Figure 1. Cell outlines without signal wires (run 1).
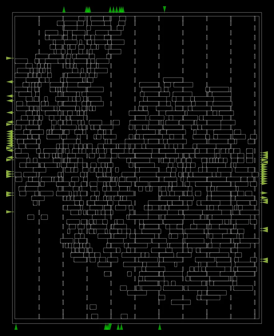
Figure 2. Placement by cell class (run 1).
Fill, decap, tap and diode cells in gray.
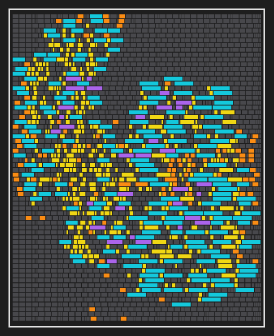
Figure 3. Cells by drive strength (run 1).
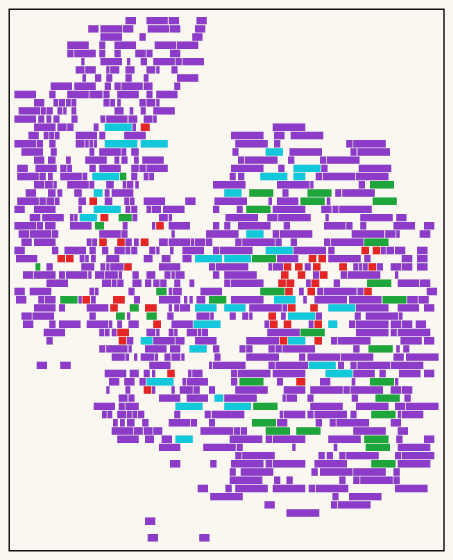
Figure 4. Metal layers overlaid (run 1).
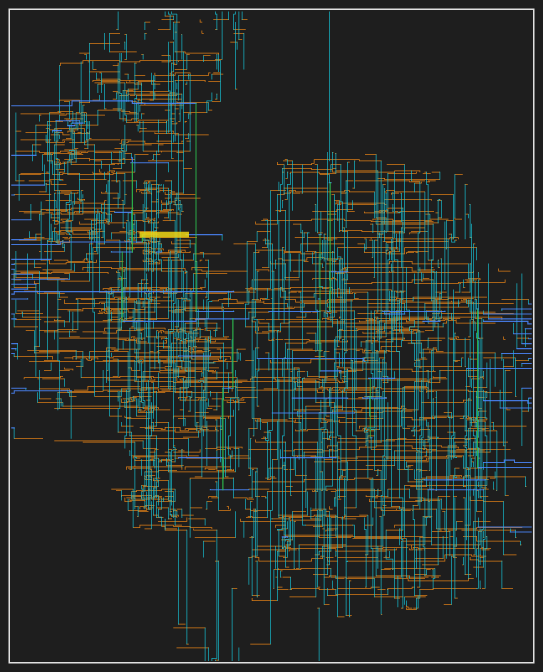
$ cat src/rtl/mandelbrot_scanout.sv
// mandelbrot_scanout
//   Raster scan-out engine for a Mandelbrot framebuffer. Generates VGA-style
//   timing, fetches one framebuffer word per active pixel and maps iteration
//   values through an 8-entry, writable, colour-cycling RGB 4:4:4 palette.
//
// Ports
//   clk          pixel clock, also clocks the framebuffer read port
//   reset        synchronous, active-low
//   display_en   show framebuffer contents (sampled at frame boundaries)
//   cycle_en     enable palette colour cycling
//   cycle_div    frames per colour-cycle step, minus 1
//   pal_we/pal_addr/pal_data   palette write port
//   read_en/read_addr          framebuffer read request
//   read_data    framebuffer word, valid one cycle after read_en
//   hsync/vsync  active-low sync pulses
//   de/rgb       active video flag and pixel colour
//   frame_start  one-cycle pulse with the first active pixel of a frame
module mandelbrot_scanout #(
  parameter int width     = 1024,
  parameter int height    = 768,
  parameter int h_front   = 24,
  parameter int h_sync    = 136,
  parameter int h_back    = 160,
  parameter int v_front   = 3,
  parameter int v_sync    = 6,
  parameter int v_back    = 29,
  parameter int data_bits = 4,
  localparam int dimension_bits = $clog2(width - 1)
) (
  input  logic                          clk,
  input  logic                          reset,
  input  logic                          display_en,
  input  logic                          cycle_en,
  input  logic [3:0]                    cycle_div,
  input  logic                          pal_we,
  input  logic [2:0]                    pal_addr,
  input  logic [11:0]                   pal_data,
  output logic                          read_en,
  output logic [dimension_bits*2-1:0]   read_addr,
  input  logic [data_bits-1:0]          read_data,
  output logic                          hsync,
  output logic                          vsync,
  output logic                          de,
  output logic [11:0]                   rgb,
  output logic                          frame_start
);

  localparam int h_total   = width + h_front + h_sync + h_back;
  localparam int v_total   = height + v_front + v_sync + v_back;
  localparam int hc_bits   = $clog2(h_total);
  localparam int vc_bits   = $clog2(v_total);
  localparam int addr_bits = dimension_bits * 2;

  localparam logic [hc_bits-1:0] h_last = hc_bits'(h_total - 1);
  localparam logic [hc_bits-1:0] h_act  = hc_bits'(width);
  localparam logic [hc_bits-1:0] hs_on  = hc_bits'(width + h_front);
  localparam logic [hc_bits-1:0] hs_off = hc_bits'(width + h_front + h_sync);
  localparam logic [vc_bits-1:0] v_last = vc_bits'(v_total - 1);
  localparam logic [vc_bits-1:0] v_act  = vc_bits'(height);
  localparam logic [vc_bits-1:0] vs_on  = vc_bits'(height + v_front);
  localparam logic [vc_bits-1:0] vs_off = vc_bits'(height + v_front + v_sync);

  localparam logic [11:0] pal_init [8] = '{
    12'h00F, 12'h03F, 12'h0AF, 12'h0FA, 12'h4F0, 12'hFF0, 12'hF80, 12'hF00
  };

  typedef enum logic {BLANK, SHOW} state_t;

  state_t               state;
  logic [hc_bits-1:0]   hcount;
  logic [vc_bits-1:0]   vcount;
  logic [addr_bits-1:0] addr_cnt;
  logic [2:0]           offset;
  logic [3:0]           fcnt;
  logic [11:0]          palette [8];

  logic active0, hs0, vs0, boundary;
  logic de1, hs1, vs1, fs1;
  logic de2, hs2, vs2, fs2;
  logic [2:0]  pal_idx;
  logic [11:0] colour;

  // Counter stage
  always_comb begin
    active0  = (hcount < h_act) && (vcount < v_act);
    hs0      = !((hcount >= hs_on) && (hcount < hs_off));
    vs0      = !((vcount >= vs_on) && (vcount < vs_off));
    boundary = (hcount == '0) && (vcount == '0);
  end

  always_ff @(posedge clk) begin
    if (!reset) begin
      hcount <= '0;
      vcount <= '0;
    end else if (hcount == h_last) begin
      hcount <= '0;
      vcount <= (vcount == v_last) ? '0 : vcount + 1'b1;
    end else begin
      hcount <= hcount + 1'b1;
    end
  end

  // Linear framebuffer address built by counting active pixels; it is
  // cleared on the final counter position of the frame so that (0,0) reads 0.
  always_ff @(posedge clk) begin
    if (!reset) begin
      addr_cnt <= '0;
    end else if ((hcount == h_last) && (vcount == v_last)) begin
      addr_cnt <= '0;
    end else if (active0) begin
      addr_cnt <= addr_cnt + 1'b1;
    end
  end

  // Display FSM and colour-cycle counter, both stepped at the frame boundary
  always_ff @(posedge clk) begin
    if (!reset) begin
      state  <= BLANK;
      offset <= '0;
      fcnt   <= '0;
    end else begin
      if (boundary) begin
        case (state)
          BLANK:   if (display_en)  state <= SHOW;
          SHOW:    if (!display_en) state <= BLANK;
          default: state <= BLANK;
        endcase
      end
      if (!cycle_en) begin
        fcnt <= '0;
      end else if (boundary) begin
        if (fcnt == cycle_div) begin
          fcnt   <= '0;
          offset <= offset + 1'b1;
        end else begin
          fcnt <= fcnt + 1'b1;
        end
      end
    end
  end

  // Palette: writes land on the next edge, so a same-cycle lookup sees the old entry
  always_ff @(posedge clk) begin
    if (!reset) begin
      for (int unsigned i = 0; i < 8; i++) palette[i] <= pal_init[i];
    end else if (pal_we) begin
      palette[pal_addr] <= pal_data;
    end
  end

  // Stage 1: framebuffer request plus timing flags
  always_ff @(posedge clk) begin
    if (!reset) begin
      read_en   <= 1'b0;
      read_addr <= '0;
      de1       <= 1'b0;
      hs1       <= 1'b1;
      vs1       <= 1'b1;
      fs1       <= 1'b0;
    end else begin
      read_en   <= active0;
      read_addr <= addr_cnt;
      de1       <= active0;
      hs1       <= hs0;
      vs1       <= vs0;
      fs1       <= boundary;
    end
  end

  // Stage 2: timing flags wait alongside the framebuffer latency
  always_ff @(posedge clk) begin
    if (!reset) begin
      de2 <= 1'b0;
      hs2 <= 1'b1;
      vs2 <= 1'b1;
      fs2 <= 1'b0;
    end else begin
      de2 <= de1;
      hs2 <= hs1;
      vs2 <= vs1;
      fs2 <= fs1;
    end
  end

  // Values 0 (unrendered) and 1 (inside the set) are black
  always_comb begin
    pal_idx = read_data[3:1] + offset;
    colour  = '0;
    if (de2 && (state == SHOW) && (read_data[data_bits-1:1] != '0))
      colour = palette[pal_idx];
  end

  // Stage 3: registered, mutually aligned outputs
  always_ff @(posedge clk) begin
    if (!reset) begin
      de          <= 1'b0;
      hsync       <= 1'b1;
      vsync       <= 1'b1;
      frame_start <= 1'b0;
      rgb         <= '0;
    end else begin
      de          <= de2;
      hsync       <= hs2;
      vsync       <= vs2;
      frame_start <= fs2;
      rgb         <= colour;
    end
  end

endmodule

$ cat config.mk
export PLATFORM = sky130hd
export DESIGN_NAME = mandelbrot_scanout
export DESIGN_NICKNAME = d
export VERILOG_FILES = /design/src/rtl/mandelbrot_scanout.sv
export SDC_FILE = /design/constraint.sdc
export NUM_CORES = 1
export LEC_CHECK = 0
export CORE_ASPECT_RATIO = 1.25
export CORE_UTILIZATION = 32
export DETAILED_ROUTE_END_ITERATION = 16
export SLEW_MARGIN = 10
export SYNTH_ARGS = -nofsm -noshare
export SYNTH_HDL_FRONTEND = slang
export SYNTH_SLANG_ARGS = --single-unit
$ cat constraint.sdc
create_clock -name clk -period 2.5 [get_ports clk]
set_input_delay 0.5 -clock clk [delete_from_list [all_inputs] [get_ports clk]]
set_output_delay 0.5 -clock clk [all_outputs]
set_load 0.05 [all_outputs]
==> reports/results.tsv, run 1 <==
metric	value	unit
CTS Root Cell	clkbuf_16	
Gate power share	7.3	%
GRT Total Usage	15.54	%
routed len/inst	17.08	um
Fin Clk Skew	12.56	ps
Area Growth Syn to Fin	23.94	%
Mean Syn Cell Area	12.20	um^2
Top FF cell, synth	edfxtp_1	
clock latency on the worst-skew pair	430	ps
Non-Filler Instances	1093	
Clk network pwr share	42.0	%
Arr. time, crit path	2660	ps
Seq cells post-synth	189	
post-cts resize count	0	
max incr delay on CP	590	ps
Final Max Slew Viols	0	
largest net degree at the start of global routing	35	
final setup violation count	0	
crit path max fanout	6	
Synth Cell Area	8016	um^2
status	finished, final reports clean	
total power	6.732	mW
Post-layout nets	788	
yosys cell count	657	
Sw Ratio	24.72	%
postcts setup bufs	0	
nature of the critical path endpoint	flip-flop	
routability cong.	0.8113	
# IOs	65	
hpwl dp	13050	um
setup TNS	0	ps
internal power	5.068	mW
first-pass detailed-route iteration total	5	
most frequent logic cells in the routed design	edfxtp_1, dfxtp_1, and2_1	
Die Span X	143.6	um
CTS Hold Bufs	0	
Yosys Warn Count	0	
Unique cell types	47	
Post-DRT Antenna Nets	0	
Worst Setup Path Type	reg -> reg	
cycle use final	93.59	%
CP Launch Type	flip-flop	
WP data required	2820	ps
Vias/cell	4.888	
EDFF count, synth	96	
number of remaining DRC errors	0	
Hold Crit Class	reg -> reg	
CTS sink count	189	
RSZ-0062 raised after global routing	no	
max_slew headroom	54.64	%
maximum vdd drop	0.6298	mV
Clock Path Buffers	2	
post-synth net total	696	
global-route wire length before repair	29840	um
Seq pwr share	50.7	%
CP bufs+invs	1	
post-synthesis async set-or-reset flop share	0	%
crit-path cells	inv_1 -> ha_1 -> or3b_2 -> or4_4 -> a211o_1 -> a41o_1	
antenna violations before repair	2	
tool warnings	31	
Max-Cap Viols	0	
met2 wire length	9437	um
I/O Buffers	63	
vias	5343	
Core Density at Floorplan	32.72	%
WL met1	8205	um
NetSw	1.664	mW
static leakage	3.478	nW
Final Hold Viols	0	
initial drt markers	335	
GR Overflow Total	0	
fmax	0.4274	GHz
Synth Instances	657	
vias in the first global route	5412	
CTS tree	done	
delay-heaviest family, CP	simple AND/OR/NAND/NOR gates	
Least-Margin Pin Slew	677.9	ps
pwr dens	677.5	nW/um^2
htree depth	4	
Slowest-stage cell, CP	or4_4	
Final Critical Period	2340	ps
Die H	179.0	um
Die ar.	25690	um^2
share of cells above drive strength 1	14.83	%
top routing layer used	met5	
Worst-path clk slew	80	ps
CTS buffer count	17	
Placed Instances	1060	
most frequent logic cell in the layout	edfxtp_1	
About Figure 1:
Seq/total area: 47.75%
Core Area: 24500 um^2
row cnt: 64
FILL cells: 2345

About Figure 2:
[orange] other buffers and delay cells | cells: 107
[cyan] flops | cells: 189
[yellow] combinational and other logic | cells: 434
[purple] clock drivers and dummy loads | cells: 32

About Figure 3:
[cyan] _6 and larger | cells: 33 | share: 4.3% | most used: clkbuf_16
[red] _3 and _4 cells | cells: 46 | share: 6.0% | most used: buf_4
[purple] _0 and _1 cells | cells: 649 | share: 85% | most used: edfxtp_1
[green] _2 cells | cells: 34 | share: 4.5% | most used: mux4_2

About Figure 4:
[orange] metal 1 | wire length: 8210 um
[blue] metal 3 | wire length: 730 um
[yellow] metal 5 | wire length: 12.0 um
[green] metal 4 | wire length: 282 um
[cyan] metal 2 | wire length: 9440 um

## run 1: power by group through the flow
| stage | sequential [mW] | clock, mW | combinational [mW] |
|---|---|---|---|
| detailed placement | 3.49 | 0 | 0.497 |
| global route | 3.43 | 3.01 | 0.530 |
| CTS | 3.42 | 2.88 | 0.499 |
| floorplan | 3.49 | 0 | 0.261 |
| finish | 3.42 | 2.82 | 0.491 |
| global placement | 3.48 | 0 | 0.490 |
## run 1: per-stage QoR
stage	area, um^2	hold slack, ps	util, %	worst slack (ps)
after floorplan	8016	386.3	-	168.9
after global placement	9298	398.4	37.94	-168.0
after detailed placement	9298	401.7	37.94	-185.7
after CTS	9933	423.5	40.54	163.6
after global routing	9933	451.9	40.54	82.73
final	9936	419.0	40.55	160.2
## run 1: metal layers
layer,global-route usage [%],up-vias
li1,-,2582
met1,18.92,2634
met2,27.18,101
met3,3.312,24
met4,5.009,2
met5,0,-
## run 1: cells by family after synthesis
kind of cell,count (synthesis),synth area share [%]
fa+ha+maj,11,1.811
buf+inv,48,2.450
flops,189,59.19
xor+xnor,25,2.731
simple gates,283,20.73
mux,41,8.865
compound gates,60,4.230
## run 1: cell type report
type	instances	area (um^2)	share of cell area [%]
clock inverter	15	210.2	2.116
inverter	14	52.55	0.5289
antenna	1	2.502	0.02519
clock buffer	17	425.4	4.282
tap	330	412.9	4.156
multi-input combinational	420	3094	31.14
sequential	189	4745	47.75
timing repair buffer	107	993.5	9.999
## run 1: cell usage after synthesis (2+ instances only)
library cell	number	share of area, %
mux4_2	24	6.7
nand3_1	15	0.94
a21oi_1	27	1.7
nand4_1	19	1.5
mux2i_1	17	2.1
inv_1	14	0.66
nor3_1	6	0.37
ha_1	10	1.6
nor4_1	6	0.47
edfxtp_1	96	36
and2_1	77	6.0
xor2_1	15	1.6
o21ai_0	20	1.2
nor4b_1	2	0.22
or3_1	46	3.6
dfxtp_1	93	23
o311ai_0	2	0.22
nand2_1	16	0.75
and3_1	7	0.55
or4_4	3	0.42
buf_2	7	0.44
nand2b_1	22	1.7
xnor2_1	10	1.1
and4_1	3	0.33
nor2_1	44	2.1
and4_2	2	0.25
or4_1	5	0.47
clkbuf_1	25	1.2
o31ai_1	6	0.56
## run 1: sequential cells by signal, summed over array words and instances, names as in the netlist
signal	cells
hs2	1
de1	1
vs1	1
rgb	12
state	1
palette	96
hs1	1
addr_cnt	20
vcount	10
vsync	1
de2	1
hsync	1
fs1	1
fcnt	4
de	1
fs2	1
frame_start	1
read_addr	20
vs2	1
offset	3
hcount	11
## run 1: path summary, 6_finish.rpt
| path | startpoint | slack (ps) | cells after the start | to |
|---|---|---|---|---|
| hold / removal | hs1$_SDFF_PN1_ | 420 | 1 | hs2$_SDFF_PN1_ |
| setup / recovery | vcount[0]$_SDFFE_PN0P_ | 160 | 6 | fcnt[3]$_SDFFE_PN0P_ |
| hold reg to reg | hs1$_SDFF_PN1_ | 420 | 1 | hs2$_SDFF_PN1_ |
| setup reg to reg | vcount[0]$_SDFFE_PN0P_ | 160 | 6 | fcnt[3]$_SDFFE_PN0P_ |
==> inputs of run 2 (changes only) <==
- clock period: 2.5 -> 2.3 ns (I/O delays scaled with it)
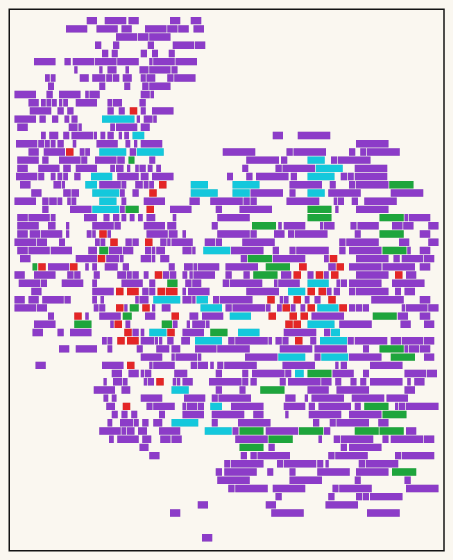
Figure 5: run 2, cells by drive strength.
[cyan] _6 and larger | cells: 38 | share: 4.9% | most used: clkbuf_16
[green] _2 cells | cells: 34 | share: 4.4% | most used: mux4_2
[red] _3 and _4 cells | cells: 49 | share: 6.4% | most used: buf_4
[purple] _0 and _1 cells | cells: 649 | share: 84% | most used: edfxtp_1

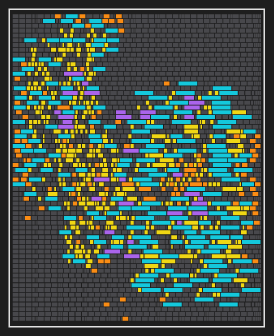
Figure 6: run 2, placement by cell class.
Fill, decap, tap and diode cells in gray.
fin util: 41.00%
final instance area: 10050 um^2

==> run 2 against run 1 <==
  * Clock power is 12% higher
  * Synthesized area is the same
  * First-iteration DRC count down 2.4%
  * Core utilization up 0.45 points
==> reports/results.tsv, run 2 <==
metric	value	unit
status	finished, final reports clean	
fin worst setup slack	89.26	ps
nature of the critical path endpoint	flip-flop	
Arr. time, crit path	2530	ps
pwr dens	736.6	nW/um^2
Area Growth Syn to Fin	25.32	%
Core Area	24500	um^2
internal power	5.545	mW
Synth Cell Area	8016	um^2
clock latency on the worst-skew pair	440	ps
Non-Filler Instances	1101	
total power	7.400	mW
number of remaining DRC errors	0	
crit path max fanout	3	
Worst-path clk slew	80	ps
CTS sink count	189	
htree depth	4	
top cells by count	edfxtp_1, dfxtp_1, and2_1, or3_1, nor2_1	
Seq pwr share	50.2	%
largest net degree at the start of global routing	36	
Die H	179.0	um
Fin Clk Skew	16.65	ps
Unique cell types	47	
global-route wire length before repair	29990	um
cycle use final	96.12	%
Largest register FFs	96	
met3 Track Usage GR	3.419	%
top cells, area	edfxtp_1, dfxtp_1, mux4_2	
Clk network pwr share	42.5	%
fmax	0.4523	GHz
Clock Path Buffers	2	
postcts setup bufs	0	
Yosys Warn Count	0	
Crit Reg-Reg Startpoint	vcount[0]$_SDFFE_PN0P_	
Hold Path End	vs2$_SDFF_PN1_	
Top-area cell share	35.96	%
Die ar.	25690	um^2
Final Max Slew Viols	0	
largest registers	palette: 96 flops, addr_cnt: 20 flops, read_addr: 20 flops	
antenna violations before repair	2	
Sw Ratio	25.08	%
hold path cells	1	
pre-CTS WS	-339.2	ps
vias in the first global route	5487	
CTS buffer count	17	
NetSw	1.856	mW
tool warnings	31	
met1 GRT Util	18.86	%
Worst R2R Setup Slack	90	ps
post-synth net total	696	
most frequent logic cells in the routed design	edfxtp_1, dfxtp_1, and2_1	
Post-DRT Antenna Nets	0	
share of cells above drive strength 1	15.71	%
grt peak-use layer	met2	
row cnt	64	
yosys cell count	657	
# IOs	65	
Die Span X	143.6	um
GRT Total Usage	15.64	%
reg2reg path depth	6	
final wirelength	18790	um
Post-layout nets	796	
Hold Crit Class	reg -> reg	
first-pass detailed-route iteration total	5	
GR Overflow Total	0	
Gate power share	7.3	%
Slowest-stage cell, CP	or4_4	
initial drt markers	327	
leading area contributor after synthesis	edfxtp_1	
Most flops, register	palette	
Top FF cell, synth	edfxtp_1	
Core Density at Floorplan	32.72	%
CTS tree	done	
max_slew headroom	58.82	%
most frequent logic cell in the layout	edfxtp_1	
FF/Latch Area	4745	um^2
Seq cells post-synth	189	
CP Launch Type	flip-flop	
EDFF count, synth	96	
I/O Buffers	63	
hpwl dp	13360	um
Worst Setup Path Type	reg -> reg	
CTS Root Cell	clkbuf_16	
static leakage	3.542	nW
Final Hold Viols	0	
routed len/inst	17.07	um
post-synthesis async set-or-reset flop share	0	%
maximum vdd drop	0.5089	mV
Seq share, synth	59.19	%
Final Critical Period	2211	ps
CTS Hold Bufs	0	
Combinational Area	3094	um^2
Synth Instances	657	
routability cong.	0.8144	
met2 Use GR	27.69	%
Fin Hold WS	410.8	ps
WP data required	2620	ps
vias	5336	
max incr delay on CP	550	ps
final setup violation count	0	
Vias/cell	4.847	
Max-Cap Viols	0	
Chip Area, Yosys	8016	um^2
hold path startpoint	vs1$_SDFF_PN1_	
Placed Instances	1068	
crit-path cells	inv_1 -> ha_1 -> or3b_2 -> or4_4 -> a211o_1 -> a41o_1	
most numerous cell in the Yosys netlist	edfxtp_1	
FILL cells	2351	
Least-Margin Pin Slew	615.5	ps
RSZ-0062 raised after global routing	no	
Mean Syn Cell Area	12.20	um^2
post-cts resize count	0	
worst reg2reg path endpoint	fcnt[3]$_SDFFE_PN0P_	
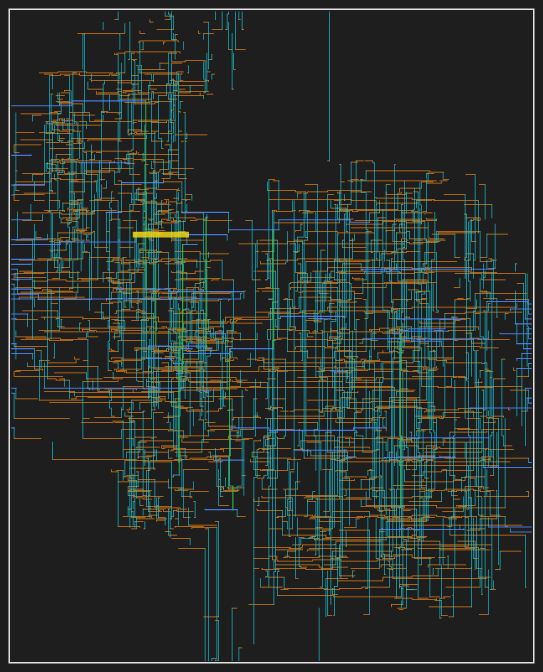
Figure 7: run 2, metal layers overlaid.
[yellow] metal 5 | wire length: 13.8 um
[green] metal 4 | wire length: 319 um
[orange] metal 1 | wire length: 7940 um
[cyan] metal 2 | wire length: 9660 um
[blue] metal 3 | wire length: 854 um

==> run 2: cell counts after synthesis <==
Identical to the previous run, type by type.
==> run 2: cell type report <==
type / instances / area share, %
Tap cell: 330 / 4.110
Clock buffer: 17 / 4.235
Antenna cell: 1 / 0.02491
Sequential cell: 189 / 47.23
Multi-Input combinational cell: 420 / 30.80
Inverter: 14 / 0.5231
Timing Repair Buffer: 115 / 10.86
Clock inverter: 15 / 2.217
==> run 2: worst max-delay path by stage <==
stage                                start                   end  depth (start not counted)
floorplan                     read_data[1]     rgb[0]$_SDFF_PN0_                          8
finish              vcount[0]$_SDFFE_PN0P_  fcnt[3]$_SDFFE_PN0P_                          6
global route        vcount[0]$_SDFFE_PN0P_  fcnt[3]$_SDFFE_PN0P_                          6
detailed placement            read_data[1]    rgb[10]$_SDFF_PN0_                          8
CTS                 vcount[0]$_SDFFE_PN0P_  fcnt[3]$_SDFFE_PN0P_                          6
global placement              read_data[1]    rgb[10]$_SDFF_PN0_                          8
==> run 2: power by group through the flow <==
stage	logic [mW]	registers (mW)	clock network, mW
after floorplan	0.284	3.79	0
after global routing	0.589	3.73	3.36
after CTS	0.553	3.71	3.21
after detailed placement	0.550	3.79	0
final	0.543	3.71	3.15
after global placement	0.540	3.79	0
==> run 2: logic make-up (layout without fill, tap and decap cells) <==
logic type,count (synthesis),count (layout),share of synthesized area (%)
muxes,41,41,8.865
AOI/OAI and AO/OA,60,60,4.230
and+or+nand+nor,283,283,20.73
other,0,1,0
DFF,189,189,59.19
adders and majority gates,11,11,1.811
xor gates and xnor gates,25,25,2.731
buffers and inverters,48,161,2.450
==> run 2: per-stage QoR <==
| stage | cell area [um^2] | setup TNS (ps) |
|---|---|---|
| after floorplan | 8016 | 0 |
| after global routing | 10040 | 0 |
| after detailed placement | 9395 | -3815 |
| after global placement | 9395 | -3454 |
| after CTS | 10040 | 0 |
| final | 10050 | 0 |
==> run 2: metal layers <==
metal / vias to the layer above / part of all wire [%]
li1: 2601 / -
met1: 2581 / 42
met2: 131 / 51
met3: 21 / 4.5
met4: 2 / 1.7
met5: - / 0.069
==> run 2: critical path: cells and delay by family (launching register included) <==
family,cells,cell delay [ps]
buf+inv,1,70
flops,1,320
fa+ha+maj,1,180
compound gates,2,510
simple gates,2,1030
Power is estimated from default activity; no workload was simulated.
